==> run_1/cell_classes.png <==
Bar = 10 um. Fill, decap, tap and diode cells in gray.
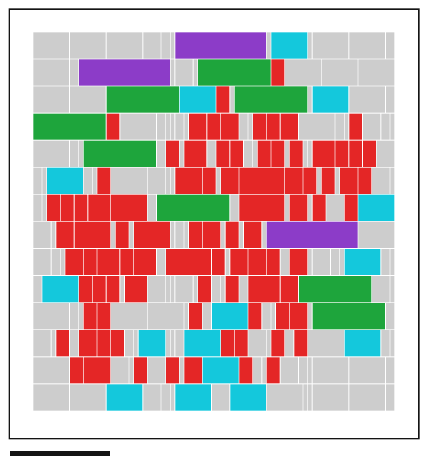
==> run_1/metal_stack.png <==
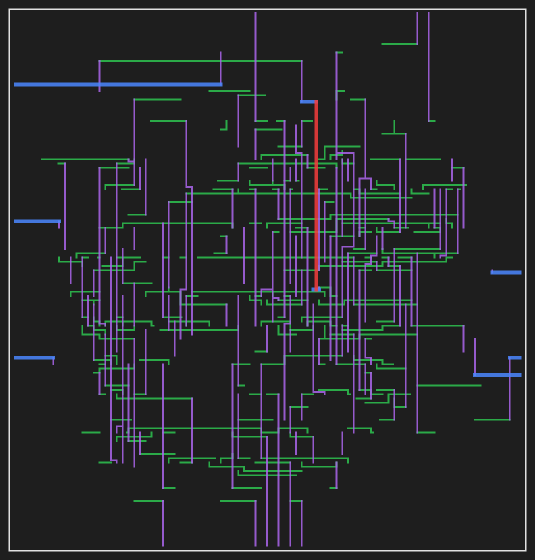
==> run_1/wire_density.png <==
8 x 9 tiles, from black (low) to pale yellow (high), scaled to the fullest tile. Values are wire area over tile area, all layers added.
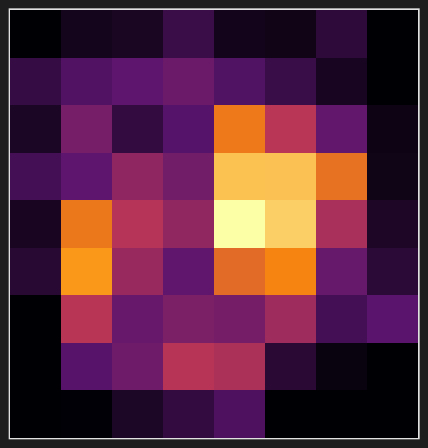
**src/rtl/timer_pkg.sv**
```systemverilog
// Shared definitions for the countdown timer: FSM state encoding and default width.
package timer_pkg;

    localparam int TIMER_WIDTH = 5;

    typedef enum logic [1:0] {
        IDLE = 2'd0,
        RUN  = 2'd1,
        DONE = 2'd2
    } timer_state_t;

endpackage

```
**src/rtl/timer_fsm.sv**
```systemverilog
// Control FSM for countdown_timer: decides load/decrement strobes and the registered expiry pulse.
module timer_fsm
    import timer_pkg::*;
(
    input  logic       clk,
    input  logic       reset,
    input  logic       enable,
    input  logic       valid,
    input  logic       value_nz,
    input  logic       count_one,
    input  logic       reload_nz,
    output logic [1:0] state,
    output logic       load,
    output logic       dec,
    output logic       trigger
);

    timer_state_t state_q;
    timer_state_t state_d;
    logic         trigger_d;

    always_ff @(posedge clk) begin
        if (!reset) begin
            state_q <= IDLE;
            trigger <= 1'b0;
        end else begin
            state_q <= state_d;
            trigger <= trigger_d;
        end
    end

    // A load always wins, even over the single DONE cycle; expiry stays in RUN when a reload is armed.
    always_comb begin
        state_d   = state_q;
        load      = 1'b0;
        dec       = 1'b0;
        trigger_d = 1'b0;
        if (valid) begin
            load    = 1'b1;
            state_d = value_nz ? RUN : IDLE;
        end else begin
            unique case (state_q)
                RUN: begin
                    if (enable) begin
                        dec = 1'b1;
                        if (count_one) begin
                            trigger_d = 1'b1;
                            state_d   = reload_nz ? RUN : DONE;
                        end
                    end
                end
                DONE:    state_d = IDLE;
                default: state_d = state_q;
            endcase
        end
    end

    assign state = state_q;

endmodule

```
**src/rtl/countdown_timer.sv**
```systemverilog
// Loadable down-counter with a single-cycle expiry pulse.
// Define TIMER_AUTORELOAD_EN to make the timer periodic using the last loaded value.
module countdown_timer
    import timer_pkg::*;
#(
    parameter int WIDTH = TIMER_WIDTH
) (
    input  logic             clk,
    input  logic             reset,
    input  logic             enable,
    input  logic [WIDTH-1:0] value,
    input  logic             valid,
    output logic             trigger,
    output logic [WIDTH-1:0] count
);

    logic [1:0]       state_bits;
    logic             load;
    logic             dec;
    logic             running;
    logic             count_one;
    logic             reload_nz;
    logic [WIDTH-1:0] expiry_value;

    assign count_one = (count == WIDTH'(1));
    assign running   = (timer_state_t'(state_bits) == RUN);

`ifdef TIMER_AUTORELOAD_EN
    logic [WIDTH-1:0] reload_q;

    always_ff @(posedge clk) begin
        if (!reset) begin
            reload_q <= '0;
        end else if (load) begin
            reload_q <= value;
        end
    end

    assign reload_nz    = |reload_q;
    assign expiry_value = reload_q;
`else
    assign reload_nz    = 1'b0;
    assign expiry_value = '0;
`endif

    timer_fsm u_fsm (
        .clk       (clk),
        .reset     (reset),
        .enable    (enable),
        .valid     (valid),
        .value_nz  (|value),
        .count_one (count_one),
        .reload_nz (reload_nz),
        .state     (state_bits),
        .load      (load),
        .dec       (dec),
        .trigger   (trigger)
    );

    // The expiry step lands on the reload value (or zero), so the count never wraps.
    always_ff @(posedge clk) begin
        if (!reset) begin
            count <= '0;
        end else if (load) begin
            count <= value;
        end else if (dec && running) begin
            count <= count_one ? expiry_value : (count - WIDTH'(1));
        end
    end

endmodule

```
**config.mk**
```make
export PLATFORM = sky130hd
export DESIGN_NAME = countdown_timer
export DESIGN_NICKNAME = d
export VERILOG_FILES = /design/src/rtl/timer_pkg.sv /design/src/rtl/timer_fsm.sv /design/src/rtl/countdown_timer.sv
export SDC_FILE = /design/constraint.sdc
export NUM_CORES = 1
export LEC_CHECK = 0
export ABC_AREA = 1
export CAP_MARGIN = 20
export CORE_AREA = 2 2 39 41
export CTS_BUF_LIST = sky130_fd_sc_hd__clkbuf_16
export CTS_CLUSTER_SIZE = 20
export DETAILED_ROUTE_END_ITERATION = 7
export DIE_AREA = 0 0 41 43
export PLACE_DENSITY = 0.73
export SLEW_MARGIN = 0
export SYNTH_ARGS = -nofsm -noshare
export SYNTH_HDL_FRONTEND = slang
export SYNTH_HIERARCHICAL = 1
export SYNTH_SLANG_ARGS = --single-unit
```
**constraint.sdc**
```tcl
create_clock -name clk -period 2.2 [get_ports clk]
set_input_delay 0.44 -clock clk [delete_from_list [all_inputs] [get_ports clk]]
set_output_delay 0.44 -clock clk [all_outputs]
set_load 0.005 [all_outputs]
```
==> out/qor.rpt, run 1 <==
SETUP PATH
----------------------------------------------------------------------------------------------------
Critical Path Source ..................................................................     count[2]
Depth of the critical timing path with buffers and inverters included .................            1
Worst setup path class ................................................................ register to output port
Critical path, cell by cell ........................................................... clkdlybuf4s50_1
Delay of the slowest cell on the worst path ...........................................      0.55 ns
Crit path buffers/inverters ...........................................................            1
Beginning of the worst register-to-register path ...................................... u_fsm/state[0]
Cell type group with the largest total delay on the critical path ..................... buffers and inverters
Worst setup SP type ...................................................................     register
Cell count of the worst reg-to-reg path ...............................................            8
Worst R2R End .........................................................................     count[2]
Slack of the worst reg-to-reg path ....................................................      0.79 ns
Slowest cell on the critical path ..................................................... sky130_fd_sc_hd__clkdlybuf4s50_1
Kind of end point of the critical path ................................................  output port
Data arrival time of the critical path ................................................      1.21 ns
Required time at the endpoint of the critical path ....................................      1.76 ns
End point of the critical path ........................................................     count[2]

MIN PATH
----------------------------------------------------------------------------------------------------
Number of stages on the worst hold path ...............................................            2
Type of the worst min-delay path ...................................................... register to register
Worst hold start ...................................................................... u_fsm/state[1]

DETAILED ROUTING
----------------------------------------------------------------------------------------------------
Routed length on met2 .................................................................       655 um
Vias per Instance .....................................................................         4.74
DRT Pass-1 Iters ......................................................................            2
Met3 WL post-DR .......................................................................        30 um
Highest metal layer used by the detailed router .......................................         met4
Remaining DRCs ........................................................................            0
Starting DRC count in detailed routing ................................................            4
M1 WL .................................................................................       524 um
Antenna violation net count after detailed routing ....................................            0

SYNTHESIS
----------------------------------------------------------------------------------------------------
Synthesized instance count ............................................................           96
Compound-Gate Fraction of Synth Area ..................................................        5.52%
Multiplexer area fraction after synthesis .............................................           0%
Async set or reset register ratio after synthesis .....................................           0%
Largest cells by area after synthesis ................................................. sky130_fd_sc_hd__dfxtp_1, sky130_fd_sc_hd__nand2_1, sky130_fd_sc_hd__nand3_1
Cell count in the Yosys report ........................................................           96
Cell with the most instances after synthesis .......................................... sky130_fd_sc_hd__nand2_1
Adder and majority cell fraction of the synthesized area ..............................        4.25%
Average size of a mapped cell .........................................................   6.14 sq um
Flip-flop and latch count after synthesis .............................................            8
Number of distinct library cells after synthesis ......................................           19
Sequential share of the synthesized area ..............................................        27.2%
Top cells by instance count after synthesis ........................................... sky130_fd_sc_hd__nand2_1, sky130_fd_sc_hd__inv_1, sky130_fd_sc_hd__nand3_1, sky130_fd_sc_hd__nor2_1, sky130_fd_sc_hd__dfxtp_1
Max-area cell share ...................................................................        27.2%
Yosys chip area .......................................................................    589 sq um
Count of synthesis-stage warnings from yosys ..........................................            6
XOR/XNOR Area Share ...................................................................        1.49%
Cell taking the most area after synthesis ............................................. sky130_fd_sc_hd__dfxtp_1
Post-Synthesis Cell Area ..............................................................    589 sq um
Yosys simple share ....................................................................        50.1%
Main logic family after synthesis ..................................................... simple AND/OR/NAND/NOR gates

FLOORPLAN
----------------------------------------------------------------------------------------------------
Die Width .............................................................................        41 um
Overall chip area .....................................................................   1760 sq um
Core utilization before placement .....................................................        42.6%
Num ports .............................................................................           15
Num tapcells ..........................................................................           16
Vertical die size .....................................................................        43 um

FINAL TIMING
----------------------------------------------------------------------------------------------------
Setup WS post-layout ..................................................................     0.547 ns
Minimum period implied by the final worst setup slack .................................      1.65 ns
Achievable clock frequency ............................................................    0.605 GHz
Max Slew Vio Count ....................................................................            0
Setup repair after global routing missed its margin ...................................        false
Final setup violation count ...........................................................            0
Worst-case hold slack .................................................................     0.558 ns
Sum Neg Setup Slack ...................................................................         0 ns
Post-Route Skew .......................................................................   0.00405 ns
Period utilisation layout .............................................................        75.1%

CLOCK NETWORK
----------------------------------------------------------------------------------------------------
Setup Buffers After CTS ...............................................................            0
Total clock sinks .....................................................................            8
Number of hold buffers added after CTS ................................................            0
Clock Tree Root ....................................................................... sky130_fd_sc_hd__clkbuf_16
Insertion delay to the later sink of the worst-skew pair ..............................      0.23 ns
Clock-pin slew reported for the worst setup and hold paths after clock tree synthesis .      0.04 ns
H-tree depth reported by CTS ..........................................................            1
Total clock buffers created by CTS ....................................................            3
Buffers from clock root to sink, at most ..............................................            2
Number of cells upsized or downsized after cts ........................................            0

GLOBAL ROUTING
----------------------------------------------------------------------------------------------------
Highest-utilization routing layer at the global route stage ...........................         met2
Initial antenna violation count .......................................................            0
Vias in the first global route ........................................................          551
Met3 track demand over resource .......................................................        6.28%
Met1 routing resource usage after global routing ......................................        17.8%
Overflow left after global routing ....................................................            0
Maximum number of pins on one net before global-route repair ..........................           11
Fraction of met2 tracks used by global routing ........................................        30.3%

LAYOUT
----------------------------------------------------------------------------------------------------
Most common cell after layout, fill and taps aside .................................... sky130_fd_sc_hd__nand2_1
Final instance count without filler cells .............................................          130
Multi-input logic portion of the cell area ............................................        44.6%
Buffer count excluding the clock tree in the final layout .............................           15
Area taken by multi-input logic gates .................................................    369 sq um
Synth-to-layout area growth ...........................................................        40.6%
Top cell category ..................................................................... combinational gates
FF+latch count ........................................................................            8
Final-layout clock-cell area share ....................................................        9.06%
Share of layout cells above drive strength 1 ..........................................        12.3%
Number of multi-input combinational cells .............................................           73
Count of nets after finishing .........................................................          127
Most frequently placed logic cells in the final layout ................................ sky130_fd_sc_hd__nand2_1, sky130_fd_sc_hd__clkdlybuf4s50_1, sky130_fd_sc_hd__inv_1
Antenna diode count ...................................................................            0
Final non-clock buffer share ..........................................................        17.8%

POWER AND IR DROP
----------------------------------------------------------------------------------------------------
Pwr Total .............................................................................   0.000571 W
Power drawn by the sequential cells ...................................................   0.000167 W
Int Power .............................................................................   0.000438 W
Proportion of power drawn by flip-flops and latches ...................................        29.3%
Net Sw Frac ...........................................................................        23.3%
Clock group ...........................................................................   0.000304 W
Power density over cell area ..........................................................  689 nW/um^2
Highest-power group ...................................................................        clock
Worst voltage drop across the vdd grid ................................................     0.642 mV
Power spent charging and discharging nets .............................................   0.000133 W
Combinational share of power ..........................................................        17.5%
Relative contribution of the clock network to total power .............................        53.2%

PLACE
----------------------------------------------------------------------------------------------------
Dpl cell area .........................................................................    753 sq um
Cell count after placement ............................................................          127
PortBufs ..............................................................................           14
Detailed Place HPWL ...................................................................      1.02 mm
Final Wtd Congestion ..................................................................        0.748
Pre-CTS worst setup slack .............................................................     0.482 ns

RUN
----------------------------------------------------------------------------------------------------
Tool warnings .........................................................................           27
# Max-Cap Violations ..................................................................            0

OUTCOME
----------------------------------------------------------------------------------------------------
Result of the run ..................................................................... finished, final reports clean

Notes on cell_classes.png above:
color	class	cells	share of their area
purple	cells driving clock nets	3	9.3%
cyan	other buffers and delay cells	15	18%
green	flip-flops	8	20%
red	all other logic	88	53%
proportion of cell area occupied by registers: 19.3%
share of the core filled with cells in the final layout: 59.9%
count of standard-cell rows: 14
Final Cell Area: 828 sq um
core box area: 1380 sq um

Notes on metal_stack.png above:
color	layer	wire length
red	met4	15.0 um
green	met1	524 um
blue	met3	30.7 um
purple	met2	656 um
detail-routed net length per standard cell: 9.42 um
Routed Wire Length: 1.23 mm

Notes on wire_density.png above:
emptiest ninth of the die	bottom right
fullest tile	0.40
tiles over half the peak	14%
densest ninth of the die	middle
nearly empty tiles	15%
mean over tiles	0.11
global router's overall resource usage: 17.4%
via count: 616

==> run_1/met1.png <==
Supply wires on this layer in gray.
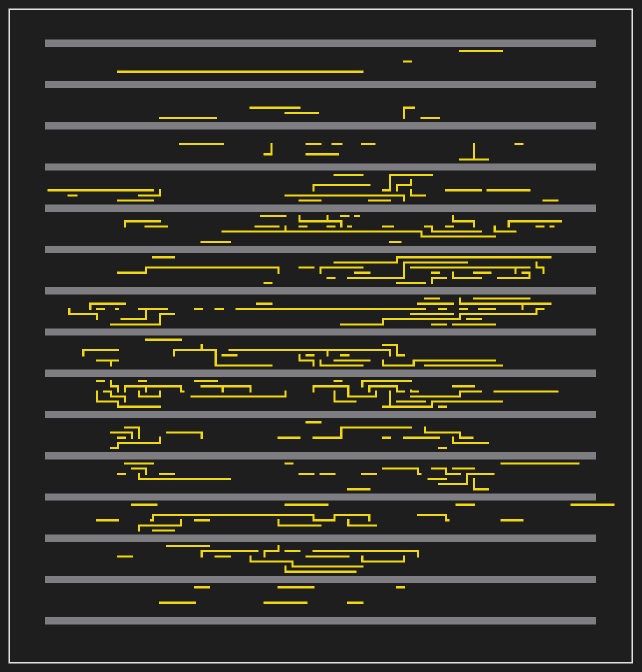

--- run 2 (diff from run 1) ---
==> constraint.sdc (replaced) <==
create_clock -name clk -period 1.7 [get_ports clk]
set_input_delay 0.34 -clock clk [delete_from_list [all_inputs] [get_ports clk]]
set_output_delay 0.34 -clock clk [all_outputs]
set_load 0.005 [all_outputs]
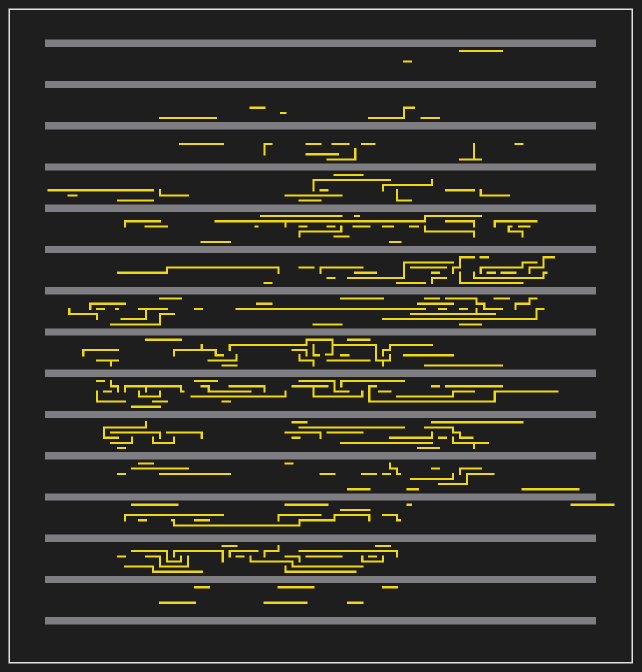
(run_2/met1.png)
Supply wires on this layer in gray.
longest straight run	13.8 um
nets with wire on the layer	111
Routed Wire Length: 1.26 mm
met1 routing resource usage after global routing: 18.1%

==> run 2 against run 1 <==
Final cell count stayed put; critical path depth unchanged; core utilization unchanged; routed wire length grew 3.2%; largest power group unchanged; highest routed layer unchanged.
==> out/qor.rpt, run 2 <==
OUTCOME
----------------------------------------------------------------------------------------------------
Result of the run ..................................................................... finished, final reports clean

DETAILED ROUTING
----------------------------------------------------------------------------------------------------
Remaining DRCs ........................................................................            0
Highest metal layer used by the detailed router .......................................         met4
Met3 WL post-DR .......................................................................        61 um
Detail-routed net length per standard cell ............................................      9.72 um
M1 WL .................................................................................       524 um
Vias per Instance .....................................................................         4.75
DRT Pass-1 Iters ......................................................................            4
Routed length on met2 .................................................................       659 um

GLOBAL ROUTING
----------------------------------------------------------------------------------------------------
Fraction of met2 tracks used by global routing ........................................        30.6%
Maximum number of pins on one net before global-route repair ..........................           11
Overflow left after global routing ....................................................            0
Global router's overall resource usage ................................................        17.6%

LAYOUT
----------------------------------------------------------------------------------------------------
Final-layout clock-cell area share ....................................................        9.06%
Antenna diode count ...................................................................            0
Multi-input logic portion of the cell area ............................................        44.6%
FF+latch count ........................................................................            8
Most frequently placed logic cells in the final layout ................................ sky130_fd_sc_hd__nand2_1, sky130_fd_sc_hd__clkdlybuf4s50_1, sky130_fd_sc_hd__inv_1
Final instance count without filler cells .............................................          130
Count of nets after finishing .........................................................          127
Most common cell after layout, fill and taps aside .................................... sky130_fd_sc_hd__nand2_1
Proportion of cell area occupied by registers .........................................        19.3%
Area taken by multi-input logic gates .................................................    369 sq um

PLACE
----------------------------------------------------------------------------------------------------
Pre-CTS worst setup slack .............................................................    0.0824 ns
PortBufs ..............................................................................           14

POWER AND IR DROP
----------------------------------------------------------------------------------------------------
Int Power .............................................................................   0.000567 W
Power spent charging and discharging nets .............................................   0.000173 W
Combinational share of power ..........................................................        17.6%
Clock group ...........................................................................   0.000393 W
Relative contribution of the clock network to total power .............................        53.2%
Proportion of power drawn by flip-flops and latches ...................................        29.2%
Power density over cell area ..........................................................  893 nW/um^2
Power drawn by the sequential cells ...................................................   0.000216 W
Net Sw Frac ...........................................................................        23.4%

SETUP PATH
----------------------------------------------------------------------------------------------------
Critical Path Source ..................................................................     count[2]
Cell type group with the largest total delay on the critical path ..................... buffers and inverters
Data arrival time of the critical path ................................................      1.22 ns
Cell count of the worst reg-to-reg path ...............................................            8
Beginning of the worst register-to-register path ...................................... u_fsm/state[0]
End point of the critical path ........................................................     count[2]
Worst setup path class ................................................................ register to output port
Kind of end point of the critical path ................................................  output port
Required time at the endpoint of the critical path ....................................      1.36 ns
Depth of the critical timing path with buffers and inverters included .................            1
Delay of the slowest cell on the worst path ...........................................      0.55 ns
Worst R2R End .........................................................................     count[2]

FINAL TIMING
----------------------------------------------------------------------------------------------------
Sum Neg Setup Slack ...................................................................         0 ns
Max Slew Vio Count ....................................................................            0
Post-Route Skew .......................................................................   0.00447 ns
Setup repair after global routing missed its margin ...................................        false
Period utilisation layout .............................................................        91.5%
Worst-case hold slack .................................................................     0.557 ns
Final setup violation count ...........................................................            0
Setup WS post-layout ..................................................................     0.145 ns

CLOCK NETWORK
----------------------------------------------------------------------------------------------------
Total clock sinks .....................................................................            8
Number of hold buffers added after CTS ................................................            0
Clock-pin slew reported for the worst setup and hold paths after clock tree synthesis .      0.04 ns
Insertion delay to the later sink of the worst-skew pair ..............................      0.23 ns
Clock Tree Root ....................................................................... sky130_fd_sc_hd__clkbuf_16
Number of cells upsized or downsized after cts ........................................            0
H-tree depth reported by CTS ..........................................................            1

FLOORPLAN
----------------------------------------------------------------------------------------------------
Num ports .............................................................................           15
Count of standard-cell rows ...........................................................           14
Num tapcells ..........................................................................           16
Core box area .........................................................................   1380 sq um
Die Width .............................................................................        41 um

SYNTHESIS
----------------------------------------------------------------------------------------------------
Main logic family after synthesis ..................................................... simple AND/OR/NAND/NOR gates
Sequential share of the synthesized area ..............................................        27.2%
Multiplexer area fraction after synthesis .............................................           0%
Largest cells by area after synthesis ................................................. sky130_fd_sc_hd__dfxtp_1, sky130_fd_sc_hd__nand2_1, sky130_fd_sc_hd__nand3_1
Top cells by instance count after synthesis ........................................... sky130_fd_sc_hd__nand2_1, sky130_fd_sc_hd__inv_1, sky130_fd_sc_hd__nand3_1, sky130_fd_sc_hd__nor2_1, sky130_fd_sc_hd__dfxtp_1
Adder and majority cell fraction of the synthesized area ..............................        4.25%
Yosys simple share ....................................................................        50.1%
XOR/XNOR Area Share ...................................................................        1.49%
Post-Synthesis Cell Area ..............................................................    589 sq um
Async set or reset register ratio after synthesis .....................................           0%
Max-area cell share ...................................................................        27.2%
Count of synthesis-stage warnings from yosys ..........................................            6
Cell with the most instances after synthesis .......................................... sky130_fd_sc_hd__nand2_1
Synthesized instance count ............................................................           96

RUN
----------------------------------------------------------------------------------------------------
# Max-Cap Violations ..................................................................            0
Tool warnings .........................................................................           27

MIN PATH
----------------------------------------------------------------------------------------------------
Type of the worst min-delay path ...................................................... register to register
Worst hold start ...................................................................... u_fsm/state[1]

Power figures rest on the tool's default switching activity, not on a simulated workload.
